===== src/rtl/imem_loader_pkg.sv =====
// Shared types and constants for the instruction-memory boot loader.
package imem_loader_pkg;

  localparam int unsigned BYTE_W     = 8;
  localparam int unsigned LEN_BYTES  = 2;
  localparam int unsigned WORD_BYTES = 4;
  localparam int unsigned LEN_W      = LEN_BYTES * BYTE_W;
  localparam int unsigned WORD_W     = WORD_BYTES * BYTE_W;

  typedef enum logic [2:0] {
    IDLE   = 3'd0,
    LEN_LO = 3'd1,
    LEN_HI = 3'd2,
    DATA   = 3'd3,
    CHECK  = 3'd4,
    DONE   = 3'd5,
    ERR    = 3'd6
  } state_t;

  // States in which the loader is consuming frame bytes.
  function automatic logic is_busy(input state_t s);
    return (s == LEN_LO) || (s == LEN_HI) || (s == DATA) || (s == CHECK);
  endfunction

endpackage


===== src/rtl/word_assembler.sv =====
// Packs little-endian bytes into instruction words.
// Ports: clk, rst (sync, active-high), clear (restart at byte 0),
//        byte_valid/byte_data (accepted payload byte),
//        word_c/word_valid_c (complete word, valid in the cycle its last byte arrives).
module word_assembler
  import imem_loader_pkg::*;
(
  input  logic              clk,
  input  logic              rst,
  input  logic              clear,
  input  logic              byte_valid,
  input  logic [BYTE_W-1:0] byte_data,
  output logic [WORD_W-1:0] word_c,
  output logic              word_valid_c
);

  localparam int unsigned CNT_W = $clog2(WORD_BYTES);
  localparam int unsigned HELD_W = (WORD_BYTES - 1) * BYTE_W;

  logic [CNT_W-1:0]  cnt;
  logic [HELD_W-1:0] held;

  // Lower bytes are stored; the final byte goes straight to the output so the
  // write can be registered on the same edge it is accepted.
  always_ff @(posedge clk) begin
    if (rst || clear) begin
      cnt  <= '0;
      held <= '0;
    end else if (byte_valid) begin
      cnt <= cnt + CNT_W'(1);
      for (int k = 0; k < int'(WORD_BYTES) - 1; k++) begin
        if (cnt == CNT_W'(k)) held[k*BYTE_W +: BYTE_W] <= byte_data;
      end
    end
  end

  assign word_valid_c = byte_valid && (cnt == CNT_W'(WORD_BYTES - 1));
  assign word_c       = {byte_data, held};

endmodule


===== src/rtl/imem_loader.sv =====
// Boot-time instruction memory writer: parses a length/words/XOR-checksum
// byte frame, writes each word to imem and releases core reset on success.
// Ports: clk, rst (sync, active-high), start (begin load from IDLE/DONE/ERR),
//        rx_valid/rx_data/rx_ready (byte stream), imem_we/imem_addr/imem_wdata
//        (memory write port), core_rst, busy, done, err (status).
module imem_loader
  import imem_loader_pkg::*;
#(
  parameter logic [31:0] BASE_ADDR = 32'h0000_0000,
  parameter int unsigned MAX_WORDS = 1024
) (
  input  logic              clk,
  input  logic              rst,
  input  logic              start,
  input  logic              rx_valid,
  input  logic [BYTE_W-1:0] rx_data,
  output logic              rx_ready,
  output logic              imem_we,
  output logic [31:0]       imem_addr,
  output logic [WORD_W-1:0] imem_wdata,
  output logic              core_rst,
  output logic              busy,
  output logic              done,
  output logic              err
);

  localparam int unsigned IDX_W = $clog2(MAX_WORDS) + 1;

  state_t state, state_next;

  logic [BYTE_W-1:0] len_lo;
  logic [LEN_W-1:0]  len;
  logic [IDX_W-1:0]  word_idx;
  logic [BYTE_W-1:0] xor_acc;

  logic              accept_c;
  logic              start_c;
  logic              data_byte_c;
  logic              word_valid_c;
  logic [WORD_W-1:0] word_c;
  logic [LEN_W-1:0]  len_rx_c;
  logic              last_word_c;
  logic [31:0]       word_addr_c;

  logic rx_ready_d, busy_d, done_d, err_d, core_rst_d;

  assign accept_c    = rx_valid && rx_ready;
  assign start_c     = start && ((state == IDLE) || (state == DONE) || (state == ERR));
  assign data_byte_c = accept_c && (state == DATA);
  assign len_rx_c    = {rx_data, len_lo};
  assign last_word_c = (32'(word_idx) + 32'd1) == 32'(len);
  assign word_addr_c = BASE_ADDR + 32'(word_idx) * 32'(WORD_BYTES);

  word_assembler u_asm (
    .clk          (clk),
    .rst          (rst),
    .clear        (start_c),
    .byte_valid   (data_byte_c),
    .byte_data    (rx_data),
    .word_c       (word_c),
    .word_valid_c (word_valid_c)
  );

  // State register.
  always_ff @(posedge clk) begin
    if (rst) state <= IDLE;
    else     state <= state_next;
  end

  // Next-state logic; transitions happen on the edge the qualifying byte lands.
  always_comb begin
    state_next = state;
    case (state)
      IDLE, DONE, ERR: if (start) state_next = LEN_LO;
      LEN_LO:          if (accept_c) state_next = LEN_HI;
      LEN_HI: begin
        if (accept_c) begin
          if (len_rx_c == '0)                       state_next = CHECK;
          else if (32'(len_rx_c) > 32'(MAX_WORDS))  state_next = ERR;
          else                                      state_next = DATA;
        end
      end
      DATA:  if (word_valid_c && last_word_c) state_next = CHECK;
      CHECK: if (accept_c) state_next = (rx_data == xor_acc) ? DONE : ERR;
      default: state_next = IDLE;
    endcase
  end

  // Status outputs decoded from the next state so the registered copies track state.
  always_comb begin
    rx_ready_d = 1'b0;
    busy_d     = 1'b0;
    done_d     = 1'b0;
    err_d      = 1'b0;
    core_rst_d = 1'b1;
    if (is_busy(state_next)) begin
      rx_ready_d = 1'b1;
      busy_d     = 1'b1;
    end
    if (state_next == DONE) begin
      done_d     = 1'b1;
      core_rst_d = 1'b0;
    end
    if (state_next == ERR) err_d = 1'b1;
  end

  always_ff @(posedge clk) begin
    if (rst) begin
      rx_ready <= 1'b0;
      busy     <= 1'b0;
      done     <= 1'b0;
      err      <= 1'b0;
      core_rst <= 1'b1;
    end else begin
      rx_ready <= rx_ready_d;
      busy     <= busy_d;
      done     <= done_d;
      err      <= err_d;
      core_rst <= core_rst_d;
    end
  end

  // Frame bookkeeping and the memory write port; addr/wdata hold between writes.
  always_ff @(posedge clk) begin
    if (rst) begin
      len_lo     <= '0;
      len        <= '0;
      word_idx   <= '0;
      xor_acc    <= '0;
      imem_we    <= 1'b0;
      imem_addr  <= BASE_ADDR;
      imem_wdata <= '0;
    end else begin
      imem_we <= word_valid_c;
      if (start_c) begin
        word_idx <= '0;
        xor_acc  <= '0;
      end
      if (accept_c && (state == LEN_LO)) len_lo <= rx_data;
      if (accept_c && (state == LEN_HI)) len    <= len_rx_c;
      if (data_byte_c) xor_acc <= xor_acc ^ rx_data;
      if (word_valid_c) begin
        imem_addr  <= word_addr_c;
        imem_wdata <= word_c;
        word_idx   <= word_idx + IDX_W'(1);
      end
    end
  end

endmodule


===== config.mk =====
export PLATFORM = sky130hd
export DESIGN_NAME = imem_loader
export DESIGN_NICKNAME = d
export VERILOG_FILES = /design/src/rtl/imem_loader_pkg.sv /design/src/rtl/word_assembler.sv /design/src/rtl/imem_loader.sv
export SDC_FILE = /design/constraint.sdc
export NUM_CORES = 1
export LEC_CHECK = 0
export ABC_AREA = 0
export CELL_PAD_IN_SITES_DETAIL_PLACEMENT = 0
export CELL_PAD_IN_SITES_GLOBAL_PLACEMENT = 1
export CORE_ASPECT_RATIO = 0.8
export CORE_UTILIZATION = 36
export CTS_CLUSTER_SIZE = 12
export DETAILED_ROUTE_END_ITERATION = 8
export PLACE_DENSITY_LB_ADDON = 0.1
export SETUP_SLACK_MARGIN = 0.02
export SYNTH_ARGS = -nofsm -noshare
export SYNTH_HDL_FRONTEND = slang
export SYNTH_SLANG_ARGS = --single-unit

===== constraint.sdc =====
create_clock -name clk -period 2.35 [get_ports clk]
set_clock_uncertainty 0.05 [all_clocks]
set_input_delay 0.705 -clock clk [delete_from_list [all_inputs] [get_ports clk]]
set_output_delay 0.705 -clock clk [all_outputs]
set_load 0.02 [all_outputs]

**Run 1: clock distribution**

Drawn at 3 px/µm.
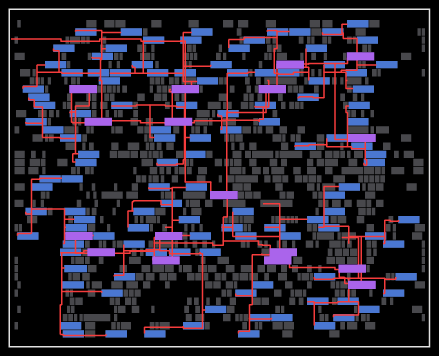
clock-net drivers: marked purple, count 17. clock wires: marked red, length 1670 µm. flip-flops: marked blue, count 120.
There are 18 routed clock nets.
clock latency at the later pin of the worst-skew pair: 0.41 ns
clock network fraction of total power: 52.0%
Clk power: 2.55 mW

**Run 1: routing congestion map**

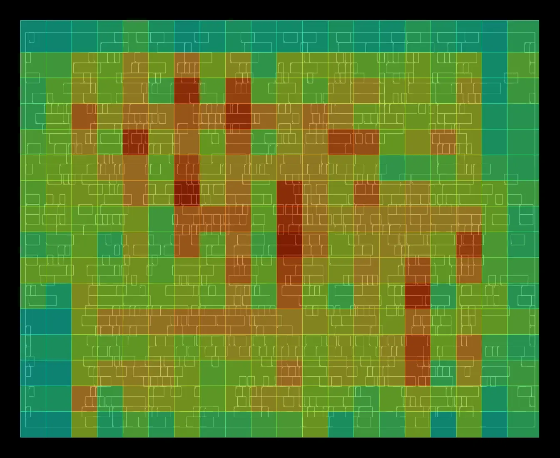
GRT busiest layer: met1
routed len/inst: 14.99 µm
grt met3 use: 6.143%
met1 Resource Use GR: 28.75%

==> impl_metrics.env, run 1 <==
# physical design summary
export IMPL_status="complete, no violations"
export IMPL_xor_share_pct=2.732
export IMPL_grt_pass1_wl_um=23720
export IMPL_async_flop_share_pct=0
export IMPL_hold_viol=0
export IMPL_finalSetupViolations=0
export IMPL_slew_viol_final=0
export IMPL_period_used_pct=97.54
export IMPL_area_growth_pct=30.52
export IMPL_htree_levels=4
export IMPL_drc=0
export IMPL_synth_seq_share_pct=44.09
export IMPL_path_class="in -> reg"
export IMPL_swShare_pct=22.31
export IMPL_root_buffer="clkbuf_16"
export IMPL_adder_share_pct=1.148
export IMPL_postRouteAntennaNets=0
export IMPL_numCtsBuffers=17
export IMPL_yosysWarnings=0
export IMPL_hold_buffers=0
export IMPL_post_layout_nonfiller_instances=970
export IMPL_crit_arrival_ns=2.58
export IMPL_drive_gt1_share_pct=15.65
export IMPL_io_pins=82
export IMPL_warning_count=30
export IMPL_ys_sh_simple_pct=26.52
export IMPL_grt_max_degree=60
export IMPL_synth_edff_count=0
export IMPL_antenna_found_initial=0
export IMPL_vias_per_cell=5.052
export IMPL_max_freq_mhz=436.3
export IMPL_firstDrtPassIters=4
export IMPL_grt_overflow_total=0
export IMPL_synth_cells=692
export IMPL_synth_cell_types=58
export IMPL_max_slew_margin_pct=57.55
export IMPL_gp_congestion=0.8098
export IMPL_fp_dieW_um=139.6
export IMPL_p_switching_mw=1.094
export IMPL_synth_area_mux_share_pct=1.860
export IMPL_cts_max_path_buffers=2
export IMPL_rows=39
export IMPL_grt_use_total_pct=19.57
export IMPL_seq_power_share_pct=42.0
export IMPL_maxCapViolCount=0
export IMPL_dp_slack_ns=-0.6968
export IMPL_post_route_cell_area_um2=7112
export IMPL_ys_cells=692
export IMPL_hold_class="reg -> reg"
export IMPL_yosysChipArea_um2=5449
export IMPL_finalWorstSetupSlack_ns=0.05792
export IMPL_yosys_area_share_aoi_pct=15.41
export IMPL_placedInstanceArea_um2=6397
export IMPL_intPower_mw=3.809
export IMPL_portBuffers=60
export IMPL_netlist_area_um2=5449
export IMPL_tns_ns=0
export IMPL_critPathCaptureType="register"
export IMPL_ctsResizeCount=25
export IMPL_whs_ns=0.3995
export IMPL_vdd_drop_max_mv=0.5203
export IMPL_cts_sinks=120
**Run 1: local utilization**

Drawn at 3 px/µm. 14 x 11 tiles, from dark blue (low) to red (high), 0 to 100% covered.
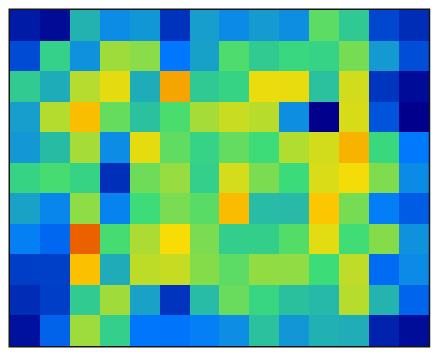
4.5% of the tiles are over 75% full. 1.3% of the tiles are nearly empty. The fullest tile reaches 89%. The densest ninth of the die: center. The mean over all tiles is 44%.
Core ar.: 14540 µm²
final core occ: 48.91%
FP Util: 37.47%

**Run 1: met3 routing**

Drawn at 3 px/µm.
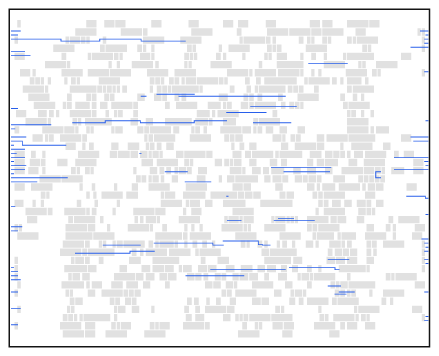
The wires run mostly horizontal. 72 nets have wire on it. The layer carries 650 µm of wire. The layer holds 4.5% of the routed length.
total wire length: 14540 µm
detailed-route via count: 4900

run 1: cell usage in the layout (no fill, tap or decap), types with 11 or more instances in the layout:
cell type and n:
clkbuf_16 17, nand2_1 158, clkdlybuf4s50_1 51, nor2_1 36
buf_4 56, conb_1 21, nand3_1 34, o21ai_0 11
a21oi_1 111, dfxtp_1 118
run 1: layout make-up:
cell class,count,area (µm²)
clock buffer,22,484.2
clock inverter,9,97.59
fill,1405,7430
inverter,6,22.52
multi-input combinational,507,2775
sequential,120,2405
tap,184,230.2
timing repair buffer,122,1097
run 1: cell usage after synthesis, types with 2 or more instances:
cell        n  area (µm²)
nand2_1   158       593.1
dfxtp_1   120        2402
a21oi_1   111       555.5
nor2_1     37       138.9
clkbuf_1   36       135.1
nand3_1    35       175.2
buf_4      23       172.7
o21ai_0    12       60.06
buf_2      11       55.05
mux2i_1     9       90.09
xnor2_1     9       78.83
nand3b_1    8       60.06
nor3_1      8       40.04
o21ai_1     8       40.04
xor2_1      8       70.07
nor2b_1     7       43.79
and2_1      6       37.54
buf_1       6       22.52
inv_1       6       22.52
a31oi_1     5       31.28
and4_1      5       43.79
ha_1        5       62.56
and3_1      4       25.02
nor3b_1     4       30.03
or4_1       4       30.03
nand2b_1    3       18.77
nand4_1     3       18.77
nand4b_1    3       26.28
or4_4       3       33.78
a211o_1     2       17.52
a211oi_1    2       15.01
buf_6       2       22.52
nor4_1      2       12.51
nor4_4      2       42.54
or3_1       2       12.51
run 1: power by group through the flow:
| stage | registers, mW | clock network, mW | logic [mW] |
|---|---|---|---|
| after floorplan | 2.10 | 0 | 0.198 |
| after global placement | 2.10 | 0 | 0.280 |
| after detailed placement | 2.10 | 0 | 0.283 |
| after CTS | 2.06 | 2.61 | 0.284 |
| after global routing | 2.06 | 2.73 | 0.318 |
| final | 2.06 | 2.55 | 0.295 |
run 1: metal layers:
metal | wire [µm] | share of wire (%) | GRT usage [%]
met1 | 7757 | 53 | 28.75
met2 | 6037 | 42 | 27.20
met3 | 650 | 4.5 | 6.143
met4 | 93 | 0.64 | 5.348
met5 | 0 | 0 | 0
run 1: sequential cells by signal, summed over array words and instances (netlist names):
| signal | flops |
|---|---|
| busy | 1 |
| core_rst | 1 |
| done | 1 |
| err | 1 |
| imem_addr | 11 |
| imem_wdata | 32 |
| imem_we | 1 |
| len | 16 |
| len_lo | 8 |
| state | 3 |
| u_asm.cnt | 2 |
| u_asm.held | 24 |
| word_idx | 11 |
| xor_acc | 8 |
run 1: critical path: stages:
cell and delay, ns:
buf_2 0.13, or4_4 0.58, nor4_4 0.15, nand4_1 0.14
a31o_1 0.25, or4_4 0.53, o22ai_2 0.09
run 1: path summary, 6_finish.rpt:
check	startpoint	to	slack, ns	cells after the start
min reg2reg	imem_addr[4]$_SDFFE_PP0P_	imem_addr[4]$_SDFFE_PP0P_	0.40	2
min	imem_addr[4]$_SDFFE_PP0P_	imem_addr[4]$_SDFFE_PP0P_	0.40	2
max	rx_data[5]	busy$_SDFF_PP0_	0.06	7
max reg2reg	word_idx[0]$_SDFFE_PP0P_	done$_SDFF_PP0_	0.07	7
==> run 1 -> run 2 <==
--- a/config.mk
+++ b/config.mk
@@ -14,6 +14,7 @@
 export DETAILED_ROUTE_END_ITERATION = 8
 export PLACE_DENSITY_LB_ADDON = 0.1
 export SETUP_SLACK_MARGIN = 0.02
+export SLEW_MARGIN = 20
 export SYNTH_ARGS = -nofsm -noshare
 export SYNTH_HDL_FRONTEND = slang
 export SYNTH_SLANG_ARGS = --single-unit
**Run 2: clock distribution**

Drawn at 3 px/µm.
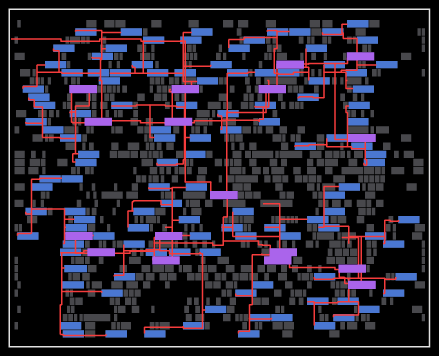
clock wires: marked red, length 1670 µm. flip-flops: marked blue, count 120. clock-net drivers: marked purple, count 17.
Position of the flops: widely spread. There are 18 routed clock nets.

==> impl_metrics.env, run 2 <==
# physical design summary
export IMPL_status="complete, no violations"
export IMPL_utilization_pct=48.91
export IMPL_hold_class="reg -> reg"
export IMPL_top_register="imem_wdata"
export IMPL_slowest_stage="or4_4"
export IMPL_synth_cell_types=58
export IMPL_fp_util_pct=37.47
export IMPL_whs_ns=0.3995
export IMPL_antenna_found_initial=0
export IMPL_grt_pass1_wl_um=23720
export IMPL_reg_top3="imem_wdata: 32 flops, u_asm.held: 24 flops, len: 16 flops"
export IMPL_netlist_area_um2=5449
export IMPL_vias_per_cell=5.052
export IMPL_root_buffer="clkbuf_16"
export IMPL_finalWorstSetupSlack_ns=0.05792
export IMPL_synth_edff_count=0
export IMPL_area_growth_pct=30.52
export IMPL_numCtsBuffers=17
export IMPL_grt_max_degree=60
export IMPL_htree_levels=4
export IMPL_area_leaders="dfxtp_1, nand2_1, a21oi_1"
export IMPL_final_cell_mix="nand2_1, dfxtp_1, a21oi_1, buf_4, clkdlybuf4s50_1"
export IMPL_largest_area_cell="dfxtp_1"
export IMPL_clock_latency_ns=0.41
export IMPL_max_slew_margin_pct=57.55
export IMPL_vias=4900
export IMPL_wl_per_cell_um=14.99
export IMPL_top_cells_by_count="nand2_1, dfxtp_1, a21oi_1, nor2_1, clkbuf_1"
export IMPL_maxCapViolCount=0
export IMPL_totalWireLength_um=14540
export IMPL_cp_top_family="simple AND/OR/NAND/NOR gates"
export IMPL_rows=39
export IMPL_top_cell_area_share_pct=44.09
export IMPL_largest_reg_flops=32
export IMPL_yosysChipArea_um2=5449
export IMPL_gp_congestion=0.8098
export IMPL_path_class="in -> reg"
export IMPL_fp_dieW_um=139.6
export IMPL_path_buffers=1
export IMPL_critPathCaptureType="register"
export IMPL_grt_use_total_pct=19.57
export IMPL_cpPeakStageDelay_ns=0.58
export IMPL_layout_top_cell="nand2_1"
export IMPL_post_layout_nonfiller_instances=970
export IMPL_vdd_drop_max_mv=0.5203
export IMPL_crit_path_frequent_cell="or4_4"
export IMPL_grt_overflow_total=0
export IMPL_hold_viol=0
export IMPL_max_freq_mhz=436.3
export IMPL_drive_gt1_share_pct=15.65
export IMPL_hold_buffers=0
export IMPL_finalSetupViolations=0
export IMPL_drc=0
export IMPL_cts_max_path_buffers=2
export IMPL_crit_arrival_ns=2.58
export IMPL_synth_cells=692
export IMPL_n_fill_cell=1405
export IMPL_worstPathRequired_ns=2.64
export IMPL_core_area_um2=14540
export IMPL_yosysWarnings=0
export IMPL_yosysMostFrequentCell="nand2_1"
export IMPL_warning_count=30
export IMPL_ys_cells=692
export IMPL_postRouteAntennaNets=0
export IMPL_firstDrtPassIters=4
export IMPL_portBuffers=60
export IMPL_top_usage_layer="met1"
export IMPL_async_flop_share_pct=0
run 2: cell counts after synthesis:
Identical to the previous run, type by type.
run 2: cells by family after synthesis:
family / synth area share [%]
adder cells (fa/ha/maj): 1.148
XOR/XNOR: 2.733
flip-flops: 44.09
AND/OR/NAND/NOR: 26.52
AND-OR/OR-AND: 15.41
other: 0.06882
multiplexers: 1.860
buffers and inverters: 8.174
run 2: what timing repair did:
action                                  in CTS  in global routing
buffers inserted                             0                  5
pin swaps                                    7                 10
endpoints found under the setup margin       6                  7
gates resized                               25                 19
run 2: final cells by class:
cell class              instances  area [µm²]  area share (%)
repair buffers                122        1097           15.43
inverters                       6       22.52          0.3167
clock inverters                 9       97.59           1.372
clock buffers                  22       484.2           6.809
multi-input cells             507        2775           39.02
well taps                     184       230.2           3.237
flip-flops and latches        120        2405           33.81
run 2: metrics by stage:
stage | TNS (ns) | cell area, µm² | power [mW]
after floorplan | -0.1848 | 5524 | 2.295
after global placement | -11.05 | 6397 | 2.379
after detailed placement | -12.74 | 6397 | 2.382
after CTS | 0 | 6997 | 4.950
after global routing | -0.004635 | 7112 | 5.101
final | 0 | 7112 | 4.903
run 2: worst paths after layout:
check | start | to | slack [ns] | cells after the start
max | rx_data[5] | busy$_SDFF_PP0_ | 0.06 | 7
max reg2reg | word_idx[0]$_SDFFE_PP0P_ | done$_SDFF_PP0_ | 0.07 | 7
min | imem_addr[4]$_SDFFE_PP0P_ | imem_addr[4]$_SDFFE_PP0P_ | 0.40 | 2
min reg2reg | imem_addr[4]$_SDFFE_PP0P_ | imem_addr[4]$_SDFFE_PP0P_ | 0.40 | 2
run 2: worst register-to-register path, cell delays in order, from the launching register on:
cell	delay, ns
dfxtp_2	0.37
buf_4	0.15
and4_4	0.22
and4_1	0.18
a2bb2o_2	0.26
or4_4	0.57
o21ai_4	0.22
and3_4	0.20
run 2: where the power goes:
part / leakage, nW / switching (mW) / internal, mW
combinational: 1.30 / 0.185 / 0.110
sequential: 0.968 / 0.0117 / 2.05
clock: 0.291 / 0.897 / 1.65
total: 2.56 / 1.09 / 3.81
run 2: routing by layer:
| metal | routed length [µm] | part of all wire, % |
|---|---|---|
| met2 | 6037 | 42 |
| met4 | 93 | 0.64 |
| met3 | 650 | 4.5 |
| met5 | 0 | 0 |
| met1 | 7757 | 53 |
==> run 2 -> run 3 <==
--- a/config.mk
+++ b/config.mk
@@ -9,7 +9,7 @@
 export CELL_PAD_IN_SITES_DETAIL_PLACEMENT = 0
 export CELL_PAD_IN_SITES_GLOBAL_PLACEMENT = 1
 export CORE_ASPECT_RATIO = 0.8
-export CORE_UTILIZATION = 36
+export CORE_UTILIZATION = 43
 export CTS_CLUSTER_SIZE = 12
 export DETAILED_ROUTE_END_ITERATION = 8
 export PLACE_DENSITY_LB_ADDON = 0.1
==> constraint.sdc (replaced) <==
create_clock -name clk -period 2.9 [get_ports clk]
set_clock_uncertainty 0.05 [all_clocks]
set_input_delay 0.87 -clock clk [delete_from_list [all_inputs] [get_ports clk]]
set_output_delay 0.87 -clock clk [all_outputs]
set_load 0.02 [all_outputs]
**Run 3: local utilization**

Drawn at 3 px/µm. 13 x 10 tiles, from dark blue (low) to red (high), 0 to 100% covered.
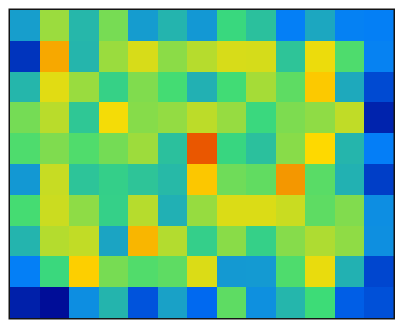
The fullest tile reaches 90%. The mean over all tiles is 50%. 6.2% of the tiles are over 75% full.
final core occ: 55.07%
FP Util: 44.48%
Core ar.: 12250 µm²

==> impl_metrics.env, run 3 <==
# physical design summary
export IMPL_hold_buffers=0
export IMPL_numCtsBuffers=17
export IMPL_maxCapViolCount=0
export IMPL_status="complete, no violations"
export IMPL_largest_area_cell="dfxtp_1"
export IMPL_placedInstanceArea_um2=6213
export IMPL_synth_cell_types=58
export IMPL_ctsResizeCount=0
export IMPL_top_cells_by_count="nand2_1, dfxtp_1, a21oi_1, nor2_1, clkbuf_1"
export IMPL_worstReg2RegStart="word_idx[1]$_SDFFE_PP0P_"
export IMPL_totalWireLength_um=13730
export IMPL_yosysChipArea_um2=5449
export IMPL_gp_congestion=0.8723
export IMPL_largest_reg_flops=32
export IMPL_ys_cells=692
export IMPL_cts_setup_buffers=0
export IMPL_htree_levels=4
export IMPL_routed_top_layer="met4"
export IMPL_drc=0
export IMPL_firstDrtPassIters=4
export IMPL_portBuffers=60
export IMPL_clock_latency_ns=0.41
export IMPL_grt_pass1_wl_um=22410
export IMPL_crit_path_start="rx_data[4]"
export IMPL_wl_per_cell_um=14.76
export IMPL_yosysWarnings=0
export IMPL_area_growth_pct=23.81
export IMPL_critPathCaptureType="register"
export IMPL_rows=36
export IMPL_fp_dieW_um=127.9
export IMPL_worstPathRequired_ns=3.19
export IMPL_postRouteAntennaNets=0
export IMPL_wl_met1_um=6802
export IMPL_synth_edff_count=0
export IMPL_area_leaders="dfxtp_1, nand2_1, a21oi_1"
export IMPL_top_register="imem_wdata"
export IMPL_wl_met3_um=940
export IMPL_path_class="in -> reg"
export IMPL_hold_viol=0
export IMPL_reg_top3="imem_wdata: 32 flops, u_asm.held: 24 flops, len: 16 flops"
export IMPL_warning_count=29
export IMPL_grt_use_total_pct=22.35
export IMPL_max_freq_mhz=359.3
-- run 3: cell counts after synthesis --
Identical to the previous run, type by type.
-- run 3: area by class of cell --
type / instances / area [µm²]
fillers: 1214 / 5505
flip-flops and latches: 120 / 2402
repair buffers: 98 / 893.4
well taps: 171 / 214.0
inverters: 6 / 22.52
multi-input cells: 507 / 2681
clock buffers: 23 / 457.9
clock inverters: 5 / 75.07
-- run 3: how the worst min path moves through the flow --
stage,slack (ns),end,cells past startpoint
2_1_floorplan,0.38,len[14]$_SDFFE_PP0P_,2
3_3_place_gp,0.39,imem_addr[7]$_SDFFE_PP0P_,2
3_5_place_dp,0.40,imem_addr[7]$_SDFFE_PP0P_,2
4_1_cts,0.40,imem_addr[7]$_SDFFE_PP0P_,2
5_1_grt,0.42,imem_wdata[23]$_SDFFE_PP0P_,2
6_report,0.40,imem_wdata[1]$_SDFFE_PP0P_,2
-- run 3: logic make-up (layout without fill, tap and decap cells) --
group | after synthesis | count (layout) | share of synthesized area [%]
compound gates | 154 | 154 | 15.41
xor+xnor | 17 | 17 | 2.733
buf+inv | 85 | 132 | 8.174
fa+ha+maj | 5 | 5 | 1.148
simple gates | 300 | 300 | 26.52
flops | 120 | 120 | 44.09
other cells | 1 | 21 | 0.06882
mux | 10 | 10 | 1.860
-- run 3: stage by stage --
| step | power, mW | setup TNS [ns] |
|---|---|---|
| floorplan | 1.860 | 0 |
| finish | 3.840 | 0 |
| global placement | 1.920 | -0.7069 |
| CTS | 3.883 | 0 |
| global route | 3.975 | 0 |
| detailed placement | 1.923 | -1.054 |
-- run 3: power by group --
| group | internal, mW | total (mW) | switching [mW] |
|---|---|---|---|
| logic | 0.0820 | 0.219 | 0.137 |
| registers | 1.66 | 1.67 | 0.0130 |
| clock network | 1.26 | 1.95 | 0.689 |
-- run 3: metal layers --
metal / up-vias / track usage, %
li1: 2417 / -
met1: 2259 / 32.08
met2: 120 / 32.44
met3: 7 / 6.331
met4: 0 / 6.516
met5: - / 0
-- run 3: worst max-delay path: stages --
cell and delay (ns):
clkdlybuf4s50_1 0.43, or4_4 0.59, nor4_2 0.16, nand4_1 0.15, a31o_1 0.27, or4_4 0.48
o22ai_2 0.12
Power is estimated from default activity; no workload was simulated.
